<file path="src/rtl/transpose_sched.sv">
// Tile sequencer in front of switch_top: admits tiles against output-buffer credits, holds the
// global switch ctrl steady while tiles are in flight, and returns {mode,tag} in issue order.
// Optional feature macro: TSCHED_PERF_EN adds saturating performance counter ports.
module transpose_sched #(
  parameter int NUM_MG     = 8,
  parameter int OBUF_DEPTH = 4,
  parameter int TAG_W      = 4,
  localparam int IDX_W     = $clog2(OBUF_DEPTH)
) (
  input  logic             clk,
  input  logic             rst,
  input  logic             req_valid,
  output logic             req_ready,
  input  logic             req_mode,
  input  logic [TAG_W-1:0] req_tag,
  output logic             sw_rst,
  output logic             sw_ctrl,
  output logic             sw_in_val,
  input  logic             sw_out_val,
  output logic             obuf_wr_en,
  output logic [IDX_W-1:0] obuf_wr_idx,
  output logic [IDX_W-1:0] obuf_rd_idx,
  output logic             rsp_valid,
  input  logic             rsp_ready,
  output logic             rsp_mode,
  output logic [TAG_W-1:0] rsp_tag,
  output logic             busy,
  output logic [1:0]       dbg_state
`ifdef TSCHED_PERF_EN
  ,
  output logic [31:0]      perf_tiles,
  output logic [31:0]      perf_drain_cyc,
  output logic [31:0]      perf_bp_cyc
`endif
);

  // Handshakes: a transfer happens in any cycle where valid && ready is sampled high at the
  // rising clock edge; valid may not depend combinationally on ready.

  localparam int CNT_W = $clog2(OBUF_DEPTH + 1);
  localparam int FL_W  = $clog2(NUM_MG + 1);
  localparam logic [CNT_W-1:0] DEPTH_C    = CNT_W'(OBUF_DEPTH);
  localparam logic [FL_W-1:0]  FLUSH_LAST = FL_W'(NUM_MG - 1);

  typedef enum logic [1:0] {
    S_INIT   = 2'd0,
    S_RUN    = 2'd1,
    S_DRAIN  = 2'd2,
    S_MODESW = 2'd3
  } state_t;

  state_t            state, state_nx;
  logic [FL_W-1:0]   flush_cnt;
  logic              next_mode;
  logic [CNT_W-1:0]  inflight, occupied, credits;
  logic [IDX_W:0]    tq_wp, tq_rp;
  logic [TAG_W:0]    tq_mem [OBUF_DEPTH];
  logic              tq_full, tq_empty;
  logic              issue, out_ok, pop;

  // Credits come from registered counts, so a pop frees its slot one cycle later.
  assign credits  = DEPTH_C - inflight - occupied;
  assign tq_empty = (tq_wp == tq_rp);
  assign tq_full  = (tq_wp[IDX_W] != tq_rp[IDX_W]) &&
                    (tq_wp[IDX_W-1:0] == tq_rp[IDX_W-1:0]);

  always_comb begin
    state_nx  = state;
    req_ready = 1'b0;
    case (state)
      S_INIT:   if (flush_cnt == FLUSH_LAST) state_nx = S_RUN;
      S_RUN: begin
        req_ready = (req_mode == sw_ctrl) && (credits != '0) && !tq_full;
        if (req_valid && (req_mode != sw_ctrl)) state_nx = S_DRAIN;
      end
      S_DRAIN:  if (inflight == '0) state_nx = S_MODESW;
      S_MODESW: state_nx = S_RUN;
      default:  state_nx = S_INIT;
    endcase
  end

  assign issue      = req_valid && req_ready;
  assign sw_in_val  = issue;
  assign out_ok     = sw_out_val && (state != S_INIT);
  assign obuf_wr_en = out_ok;
  assign rsp_valid  = (occupied != '0) && !tq_empty;
  assign pop        = rsp_valid && rsp_ready;
  assign sw_rst     = (state == S_INIT);
  assign busy       = (state != S_RUN) || (inflight != '0) || rsp_valid;
  assign dbg_state  = state;

  always_ff @(posedge clk or negedge rst) begin
    if (!rst) begin
      state     <= S_INIT;
      flush_cnt <= '0;
      next_mode <= 1'b0;
      sw_ctrl   <= 1'b0;
    end else begin
      state <= state_nx;
      if (state == S_INIT) flush_cnt <= flush_cnt + 1'b1;
      else                 flush_cnt <= '0;
      if ((state == S_RUN) && (state_nx == S_DRAIN)) next_mode <= req_mode;
      // ctrl only moves once the pipeline is provably empty
      if (state == S_MODESW) sw_ctrl <= next_mode;
    end
  end

  always_ff @(posedge clk or negedge rst) begin
    if (!rst) begin
      inflight    <= '0;
      occupied    <= '0;
      obuf_wr_idx <= '0;
      obuf_rd_idx <= '0;
      tq_wp       <= '0;
      tq_rp       <= '0;
    end else begin
      case ({issue, out_ok})
        2'b10:   inflight <= inflight + 1'b1;
        2'b01:   inflight <= inflight - 1'b1;
        default: inflight <= inflight;
      endcase
      case ({out_ok, pop})
        2'b10:   occupied <= occupied + 1'b1;
        2'b01:   occupied <= occupied - 1'b1;
        default: occupied <= occupied;
      endcase
      if (out_ok) obuf_wr_idx <= obuf_wr_idx + 1'b1;
      if (pop)    obuf_rd_idx <= obuf_rd_idx + 1'b1;
      if (issue)  tq_wp <= tq_wp + 1'b1;
      if (pop)    tq_rp <= tq_rp + 1'b1;
    end
  end

  // Tag storage needs no reset: entries are only read between push and pop.
  always_ff @(posedge clk) begin
    if (issue) tq_mem[tq_wp[IDX_W-1:0]] <= {req_mode, req_tag};
  end

  assign {rsp_mode, rsp_tag} = tq_mem[tq_rp[IDX_W-1:0]];

`ifdef TSCHED_PERF_EN
  always_ff @(posedge clk or negedge rst) begin
    if (!rst) begin
      perf_tiles     <= '0;
      perf_drain_cyc <= '0;
      perf_bp_cyc    <= '0;
    end else begin
      if (issue && (perf_tiles != '1)) perf_tiles <= perf_tiles + 32'd1;
      if (((state == S_DRAIN) || (state == S_MODESW)) && (perf_drain_cyc != '1))
        perf_drain_cyc <= perf_drain_cyc + 32'd1;
      if ((state == S_RUN) && req_valid && !req_ready && (perf_bp_cyc != '1))
        perf_bp_cyc <= perf_bp_cyc + 32'd1;
    end
  end
`endif

endmodule

</file>
<file path="config.mk">
export PLATFORM = sky130hd
export DESIGN_NAME = transpose_sched
export DESIGN_NICKNAME = d
export VERILOG_FILES = /design/src/rtl/transpose_sched.sv
export SDC_FILE = /design/constraint.sdc
export NUM_CORES = 1
export LEC_CHECK = 0
export CAP_MARGIN = 15
export CELL_PAD_IN_SITES_DETAIL_PLACEMENT = 0
export CELL_PAD_IN_SITES_GLOBAL_PLACEMENT = 1
export CORE_MARGIN = 5
export CORE_UTILIZATION = 25
export CTS_BUF_LIST = sky130_fd_sc_hd__clkbuf_8 sky130_fd_sc_hd__clkbuf_16
export DETAILED_ROUTE_END_ITERATION = 10
export GPL_ROUTABILITY_DRIVEN = 0
export GPL_TIMING_DRIVEN = 0
export PLACE_DENSITY_LB_ADDON = 0.1
export SYNTH_ARGS = -nofsm -noshare
export SYNTH_HDL_FRONTEND = slang
export SYNTH_SLANG_ARGS = --single-unit
export TNS_END_PERCENT = 10
</file>
<file path="constraint.sdc">
create_clock -name clk -period 2.8 [get_ports clk]
set_clock_uncertainty 0.15 [all_clocks]
set_input_delay 0.7 -clock clk [delete_from_list [all_inputs] [get_ports clk]]
set_output_delay 0.7 -clock clk [all_outputs]
set_load 0.005 [all_outputs]
</file>
run_1/placement_by_type.png
Scale bar: 20 microns.
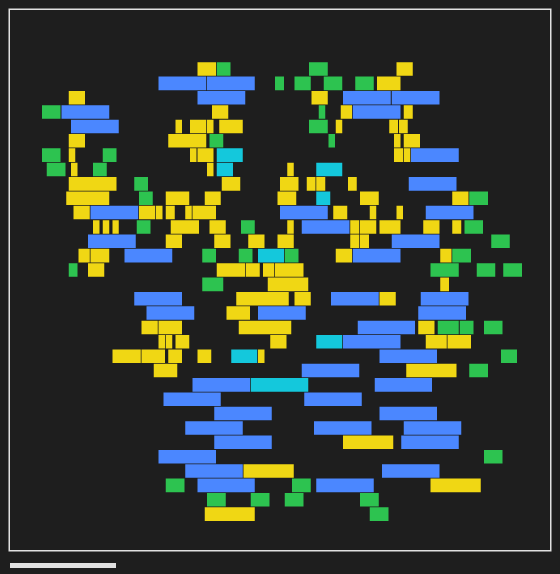
flops -> blue  # cells 44, share of their area 45%
clock drivers and dummy loads -> cyan  # cells 8, share of their area 4.3%
other buffers and delay cells -> green  # cells 44, share of their area 15%
combinational and other logic -> yellow  # cells 101, share of their area 36%
utilization of the core after routing: 34.0%
flip-flop and latch share of the layout cell area: 42.8%

run_1/sizes.png
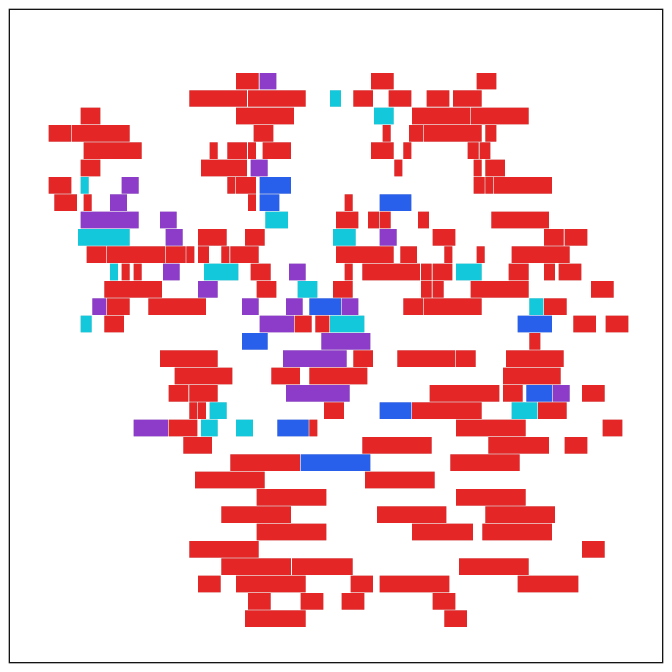
_6 and larger -> blue  # cells 10, share 5.1%
_2 cells -> cyan  # cells 17, share 8.6%
_3 and _4 cells -> purple  # cells 21, share 11%
_0 and _1 cells -> red  # cells 149, share 76%
final design area excluding fillers: 2810 sq um
setup ws final: -0.0416 ns

run_1/layer_met1.png
Supply wires on this layer in gray.
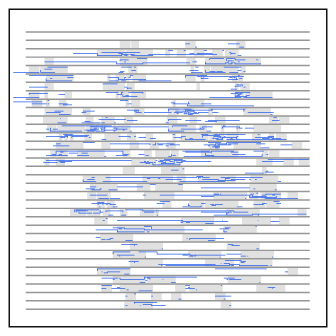
main direction = horizontal
wire length on this layer = 1,930 microns
longest straight run = 29.4 microns
via count: 1,290
DRT Wirelength: 4340 microns
met1 Track Usage GR: 11.1%

run_1/clk_routes.png
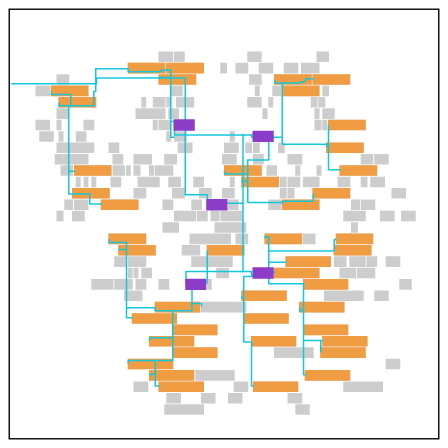
flip-flops -> orange  # count 44
clock drivers -> purple  # count 5
clock wires -> cyan  # length 575 microns
routed clock nets = 6
clock-net power: 499 uW
proportion of power drawn by the clock network: 15.5%

==> Flow_metrics.wiki, run 1 <==
== Run summary ==
{| class="wikitable"
! Metric !! Value
|-
| Arrival time of data at the critical path endpoint || between 1.5 and 2 ns
|-
| Start point of the worst hold path || obuf_rd_idx[1]
|-
| Number of well taps || 105
|-
| Critical path's largest stage delay || 0.50 ns
|-
| Flop2flop setup slack || -0.03 ns
|-
| Critical path origin || tq_rp[1]
|-
| Multi-input gate count || 86
|-
| I/O pin count || 28
|-
| Net Switching || about 1.1 mW
|-
| Aggregate global-route resource usage || 9.00%
|-
| Most used routing layer in global routing || met2
|-
| Top power consumer group || combinational cells
|-
| Proportion of synthesized chip area in sequential cells || 56.4%
|-
| Inserted Diodes || 0
|-
| Number of logic stages on the critical path including buffering || 5
|-
| Number of setup violations in the final report || 3
|-
| Setup ws final || -0.0416 ns
|-
| Overall power || 3.23 mW
|-
| Hold Worst Slack || 0.323 ns
|-
| Top cells, area || sky130_fd_sc_hd__dfrtp_1, sky130_fd_sc_hd__edfxtp_1, sky130_fd_sc_hd__ha_1
|-
| Mux cell area share || 9.34%
|-
| Result of the run || finished, violations left
|-
| Post-route clock period utilization || 101%
|-
| Violation tally from detailed-route iteration zero || 14
|-
| Storage cell area || about 1200 sq um
|-
| Violations in the final reports || negative setup slack
|-
| Flip-flop count of the largest register, all copies and words added || 20
|-
| Metal2 WL || around 2100 microns
|-
| Most frequent cell after synthesis || sky130_fd_sc_hd__dfrtp_1
|-
| Main flop type || sky130_fd_sc_hd__dfrtp_1
|}
==> run 2, diff against run 1 <==
--- a/config.mk
+++ b/config.mk
@@ -11,6 +11,7 @@
 export CORE_MARGIN = 5
 export CORE_UTILIZATION = 25
 export CTS_BUF_LIST = sky130_fd_sc_hd__clkbuf_8 sky130_fd_sc_hd__clkbuf_16
+export CTS_CLUSTER_DIAMETER = 40
 export DETAILED_ROUTE_END_ITERATION = 10
 export GPL_ROUTABILITY_DRIVEN = 0
 export GPL_TIMING_DRIVEN = 0
run_2/layer_met1.png
Supply wires on this layer in gray.
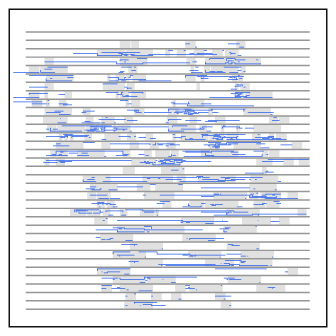
wire length on this layer = 1,930 microns
share of all routed wire = 44%
longest straight run = 29.4 microns
nets with wire on the layer = 195

==> Flow_metrics.wiki, run 2 <==
== Run summary ==
{| class="wikitable"
! Metric !! Value
|-
| Result of the run || finished, violations left
|-
| Violations in the final reports || negative setup slack
|-
| Flip-flop and latch share of the layout cell area || 42.8%
|-
| Proportion of synthesized chip area in sequential cells || 56.4%
|-
| Final design area excluding fillers || 2810 sq um
|-
| Net Switching || 1.14 mW
|-
| Met1 Track Usage GR || around 11%
|-
| Storage cell area || 1200 sq um
|-
| Multi-input gate count || 86
|-
| Start point of the worst hold path || obuf_rd_idx[1]
|-
| Number of setup violations in the final report || 3
|-
| Critical path origin || tq_rp[1]
|-
| I/O pin count || 28
|-
| Most frequent cell after synthesis || sky130_fd_sc_hd__dfrtp_1
|-
| Arrival time of data at the critical path endpoint || 1.99 ns
|-
| Setup ws final || -0.0416 ns
|-
| Violation tally from detailed-route iteration zero || 14
|-
| Proportion of power drawn by the clock network || 15.5%
|-
| Mux cell area share || a little under a tenth
|-
| Critical path's largest stage delay || 0.50 ns
|-
| Number of logic stages on the critical path including buffering || 5
|-
| Flop2flop setup slack || -0.03 ns
|-
| Inserted Diodes || 0
|-
| Aggregate global-route resource usage || under 10%
|-
| Via count || between 1,000 and 1,500
|-
| Metal2 WL || around 2100 microns
|-
| Clock-net power || 499 uW
|-
| Hold Worst Slack || 0.323 ns
|-
| Top cells, area || sky130_fd_sc_hd__dfrtp_1, sky130_fd_sc_hd__edfxtp_1, sky130_fd_sc_hd__ha_1
|-
| Most used routing layer in global routing || met2
|-
| Overall power || between 3 and 4 mW
|}
run_2/clk_routes.png
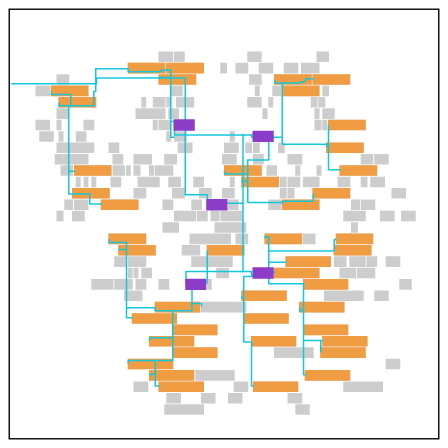
flip-flops -> orange  # count 44
clock drivers -> purple  # count 5
clock wires -> cyan  # length 575 microns
routed clock nets = 6
worst skew pair latency: 0.30 ns

run_2/placement_by_type.png
Scale bar: 20 microns.
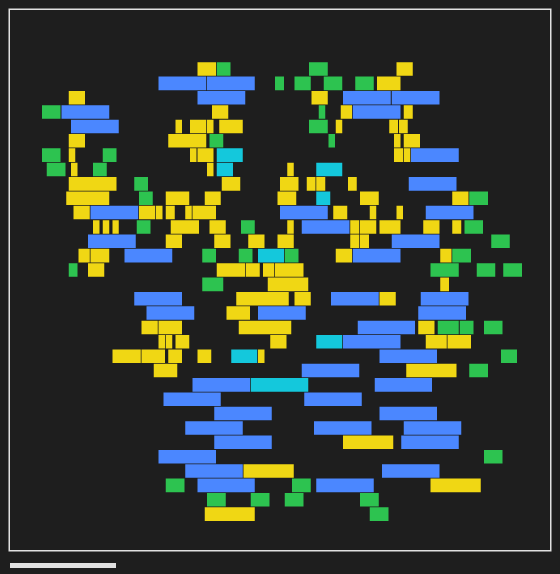

==> run 3, diff against run 2 <==
--- a/config.mk
+++ b/config.mk
@@ -15,6 +15,7 @@
 export DETAILED_ROUTE_END_ITERATION = 10
 export GPL_ROUTABILITY_DRIVEN = 0
 export GPL_TIMING_DRIVEN = 0
+export MAX_ROUTING_LAYER = met4
 export PLACE_DENSITY_LB_ADDON = 0.1
 export SYNTH_ARGS = -nofsm -noshare
 export SYNTH_HDL_FRONTEND = slang
run_3/placement_by_type.png
Scale bar: 20 microns.
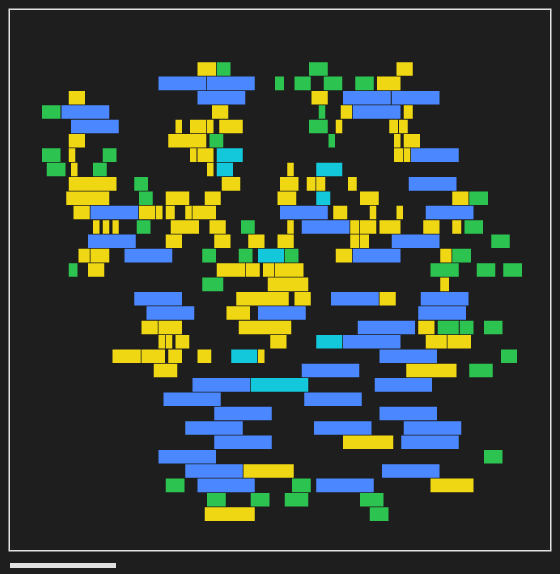
other buffers and delay cells -> green  # cells 44, share of their area 15%
combinational and other logic -> yellow  # cells 101, share of their area 36%
flops -> blue  # cells 44, share of their area 45%
clock drivers and dummy loads -> cyan  # cells 8, share of their area 4.3%
utilization of the core after routing: 34.0%
final design area excluding fillers: 2810 sq um

==> Flow_metrics.wiki, run 3 <==
== Run summary ==
{| class="wikitable"
! Metric !! Value
|-
| Result of the run || finished, violations left
|-
| Violations in the final reports || negative setup slack
|-
| Net Switching || 1.14 mW
|-
| Cell area after placement || approximately 2500 sq um
|-
| Number of well taps || 105
|-
| Aggregate global-route resource usage || about 9%
|-
| Comb pwr share || a little over half
|-
| Flip-flop count of the largest register, all copies and words added || 20
|-
| Via count || ~1,300
|-
| Critical path's largest stage delay || around 0.50 ns
|-
| Cell Type Count || 32
|-
| Instance count along the most critical hold path || 1
|-
| Mux cell area share || roughly a tenth
|-
| Top power consumer group || combinational cells
|-
| Clock-pin slew on the worst setup and hold paths || 0.09 ns
|-
| Total of clock buffers placed in the layout || 5
|-
| Setup ws final || -0.0423 ns
|-
| Kind of path behind the tightest hold check || reg2reg
|-
| Multi-input gate count || about 86
|-
| Flop2flop setup slack || -0.03 ns
|-
| Top cells, area || sky130_fd_sc_hd__dfrtp_1, sky130_fd_sc_hd__edfxtp_1, sky130_fd_sc_hd__ha_1
|-
| Main flop type || sky130_fd_sc_hd__dfrtp_1
|-
| Combinational gate power || 1.68 mW
|-
| Most used routing layer in global routing || met2
|-
| Worst skew pair latency || 0.30 ns
|-
| Overall power || ~3.2 mW
|-
| Flip-flop and latch share of the layout cell area || 42.8%
|-
| Uppermost layer routed || met4
|-
| Violation tally from detailed-route iteration zero || 19
|-
| Category of the most critical setup path || reg2out
|-
| Placed Instances || ~280
|-
| I/O pin count || 28
|-
| Crit path DRT || between 1.5 and 2 ns
|-
| Seq_cells || 44
|-
| Post-route clock period utilization || 102%
|-
| Metal2 WL || between 2000 and 2500 microns
|-
| Proportion of power drawn by the clock network || between 10% and 20%
|-
| Storage cell area || 1200 sq um
|-
| Inserted Diodes || 0
|-
| Start point of the worst hold path || obuf_rd_idx[1]
|-
| Most frequent cell after synthesis || sky130_fd_sc_hd__dfrtp_1
|-
| Clock-net power || 499 uW
|-
| Via count of the first global-routing pass || 1,490
|-
| Number of setup violations in the final report || 3
|-
| Ordered list of cells on the worst path || buf_4 -> xnor2_4 -> a31oi_4 -> or4b_1 -> dlygate4sd2_1
|-
| Critical path origin || tq_rp[1]
|-
| Number of logic stages on the critical path including buffering || 5
|-
| Remaining antenna violation count || 0
|}
run_3/layer_met1.png
Supply wires on this layer in gray.
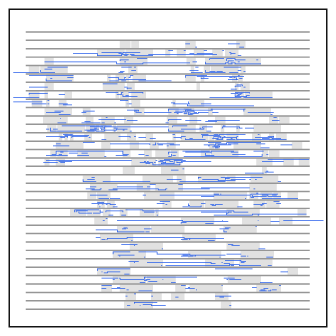
main direction = horizontal
wire length on this layer = 1,960 microns
nets with wire on the layer = 196
DRT Wirelength: 4360 microns
met1 Track Usage GR: 11.2%

No activity file was given, so power comes from the tool's default toggle rates.
